==> config.mk <==
export PLATFORM = sky130hd
export DESIGN_NAME = fifo_read_ctrl
export DESIGN_NICKNAME = d
export VERILOG_FILES = /design/src/rtl/fifo_read_ctrl.sv
export SDC_FILE = /design/constraint.sdc
export NUM_CORES = 1
export LEC_CHECK = 0
export CAP_MARGIN = 20
export CORE_AREA = 10 10 47 49
export DETAILED_ROUTE_END_ITERATION = 10
export DIE_AREA = 0 0 57 59
export DONT_BUFFER_PORTS = 1
export PLACE_DENSITY_LB_ADDON = 0.1
export SLEW_MARGIN = 40
export SYNTH_ARGS = -nofsm -noshare
export SYNTH_HDL_FRONTEND = slang
export SYNTH_SLANG_ARGS = --single-unit
==> constraint.sdc <==
create_clock -name r_clk -period 4.6 [get_ports r_clk]
set_input_delay 0.69 -clock r_clk [delete_from_list [all_inputs] [get_ports r_clk]]
set_output_delay 0.69 -clock r_clk [all_outputs]
set_load 0.01 [all_outputs]
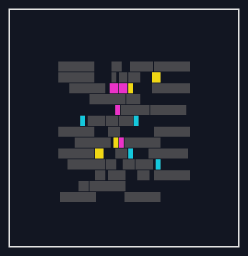
**Above:** run 1 (selected gate families).
Scale: 4 px per um.
legend:
  magenta:
    family: NAND gates
    cells: 4
  cyan:
    family: inverters
    cells: 4
    where: middle
  yellow:
    family: NOR gates
    cells: 4
    where: middle
logic share of the area: 31.8%
Top cell excl fill/tap: sky130_fd_sc_hd__dfrtp_1
post-route non-filler standard cell count: 65

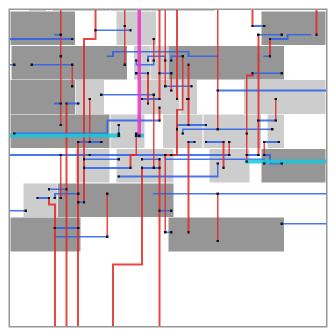
**Above:** run 1 (layout detail).
Region (16, 5) to (41, 30) um. Cells in gray, sequential cells in the stronger gray; small squares are vias.
legend:
  blue:
    layer: met1
  cyan:
    layer: met3
  magenta:
    layer: met4
  red:
    layer: met2
sequential cells in the window: 10
most frequent: dfrtp_1 (9)
cells with their middle in the window: 25

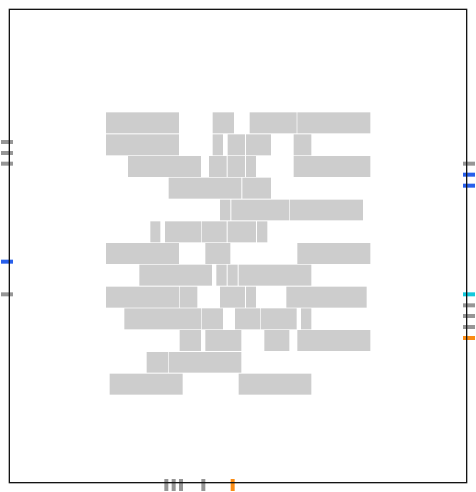
**Above:** run 1 (pin placement).
Scale: 8 px per um. Pins as bars across the die edge, other pins in gray.
legend:
  cyan:
    port: r_rst_n
    pins: 1
    direction: input
    edge: right
  orange:
    port: r_addr
    pins: 2
    direction: output
    edge: 1 bottom, 1 right
  blue:
    port: r_level
    pins: 3
    direction: output
    edge: 2 right, 1 left
all pins by edge: 8 right, 5 bottom, 5 left
die extent in x: 57 um
number of port buffers: 0
vertical die dimension: 59 um

==> reports/qor_table.md, run 1 <==
| Quantity | Reported |
| --- | --- |
| Final total negative setup slack | 0 ps |
| Fraction of power consumed by sequential logic | 48.9% |
| Area fraction in full adders, half adders and majority gates | 8.58% |
| Synth Area in Compound Gates | 2.43% |
| Clock tree from TritonCTS | built |
| CTS buffer count | 3 |
| Crit path arrival time | 2510 ps |
| Most frequent cells in the layout | sky130_fd_sc_hd__dfrtp_1 (15), sky130_fd_sc_hd__inv_1 (4), sky130_fd_sc_hd__xnor2_1 (4) |
| Status | complete, no violations |
| Dominant kind of cell by area | sequential cells |
| Clock buffer cells | 4 |
| Avg Synthesized Cell Area | 14.9 um2 |
| Maximum VDD drop | 402 uV |
| Clock network fraction of total power | 14.5% |
| Total nets after synthesis | 55 |
| Placed wire-length estimate | 766 um |
| Max-slew violation count | 0 |
| Number of tap instances | 16 |
| Xor-xnor portion of the synthesized cell area | 13.1% |
| Multi-input gates | 24 |
| All-Layer GR Usage | 6.90% |
| Main area contributors | sky130_fd_sc_hd__dfrtp_1 (56%), sky130_fd_sc_hd__dfstp_2 (7.8%), sky130_fd_sc_hd__ha_1 (5.6%) |
| Setup Buffers After CTS | 0 |
| Flip-flop cell with the highest count after synthesis | sky130_fd_sc_hd__dfrtp_1 |
| Layout filler cell count | 123 |
| Critical Path Start Type | flip-flop |
| Tightest Pin Transition | 321 ps |
| P per Cell Area | 739 nW/um2 |
| Final #Nets | 60 |
| Flop count | 17 |
| Number of setup violations in the final report | 0 |
| Top-level port count | 18 |
| Total number of warnings across the stage logs | 26 |
| Simple logic cell fraction of the synthesized area | 6.90% |
| Clock tree root driver cell | sky130_fd_sc_hd__clkbuf_4 |
**Run 1: where the registers sit**

Scale: 4 px per um.
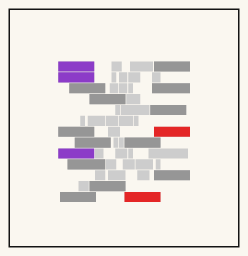

==> run 1 -> run 2 <==
CORE_AREA = unset   (was 10 10 47 49)
CORE_MARGIN = 10   (was unset)
CORE_UTILIZATION = 51   (was unset)
DIE_AREA = unset   (was 0 0 57 59)
clock period = 2 ns   (was 4.6 ns; I/O delays follow)
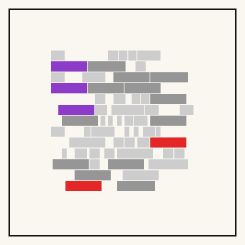
**Above:** run 2 (where the registers sit).
Scale: 4 px per um.
legend:
  red:
    name_in_the_netlist: r_gptr
    flops: 2
  purple:
    name_in_the_netlist: r_wq1
    flops: 3
not colored: 12
utilization after layout: 68.0%
FF/Latch Area: 429 um2

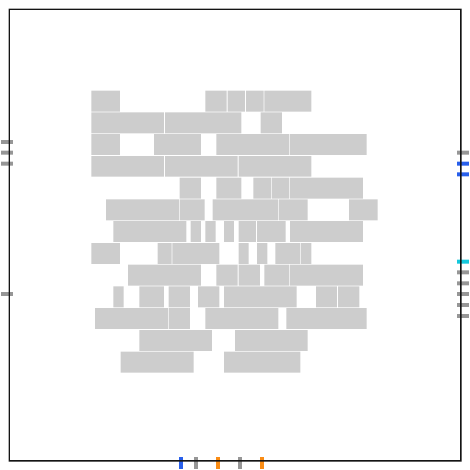
**Above:** run 2 (pin placement).
Scale: 8 px per um. Pins as bars across the die edge, other pins in gray.
die extent in x: 56.3 um
vertical die dimension: 56.3 um

==> reports/qor_table.md, run 2 <==
| Quantity | Reported | vs previous |
| --- | --- | --- |
| Clock tree from TritonCTS | built |  |
| Status | complete, no violations |  |
| Logic share of the area | 33.3% | +1.6 points |
| Final #Nets | 70 | +17% |
| P per Cell Area | 1620 nW/um2 | +120% |
| CTS buffer count | 3 | unchanged |
| Top-level port count | 18 | unchanged |
| Clock buffer cells | 3 | -1 |
| Dominant kind of cell by area | sequential cells |  |
| Flip-flop cell with the highest count after synthesis | sky130_fd_sc_hd__dfrtp_1 |  |
| Simple logic cell fraction of the synthesized area | 6.90% | unchanged |
| Area fraction in full adders, half adders and majority gates | 8.58% | unchanged |
| Top cell excl fill/tap | sky130_fd_sc_hd__dfrtp_1 |  |
| Setup Buffers After CTS | 0 | unchanged |
| Total nets after synthesis | 55 | unchanged |
| Avg Synthesized Cell Area | 14.9 um2 | unchanged |
| Number of port buffers | 0 | unchanged |
| Post-route non-filler standard cell count | 74 | +14% |
| Tightest Pin Transition | 723 ps | +402 ps |
| Maximum VDD drop | 1200 uV | +200% |
| Number of tap instances | 15 | -1 |
| Most frequent cells in the layout | sky130_fd_sc_hd__dfrtp_1 (14), sky130_fd_sc_hd__buf_4 (6), sky130_fd_sc_hd__dlygate4sd3_1 (4) |  |
| Total number of warnings across the stage logs | 26 | unchanged |
| Final total negative setup slack | 0 ps | unchanged |
| Multi-input gates | 24 | unchanged |
| Fraction of power consumed by sequential logic | 43.1% | -5.8 points |
| Clock network fraction of total power | 12.8% | -1.7 points |
| Clock tree root driver cell | sky130_fd_sc_hd__clkbuf_4 |  |
| Main area contributors | sky130_fd_sc_hd__dfrtp_1 (56%), sky130_fd_sc_hd__dfstp_2 (7.8%), sky130_fd_sc_hd__ha_1 (5.6%) |  |
Power figures rest on the tool's default switching activity, not on a simulated workload.
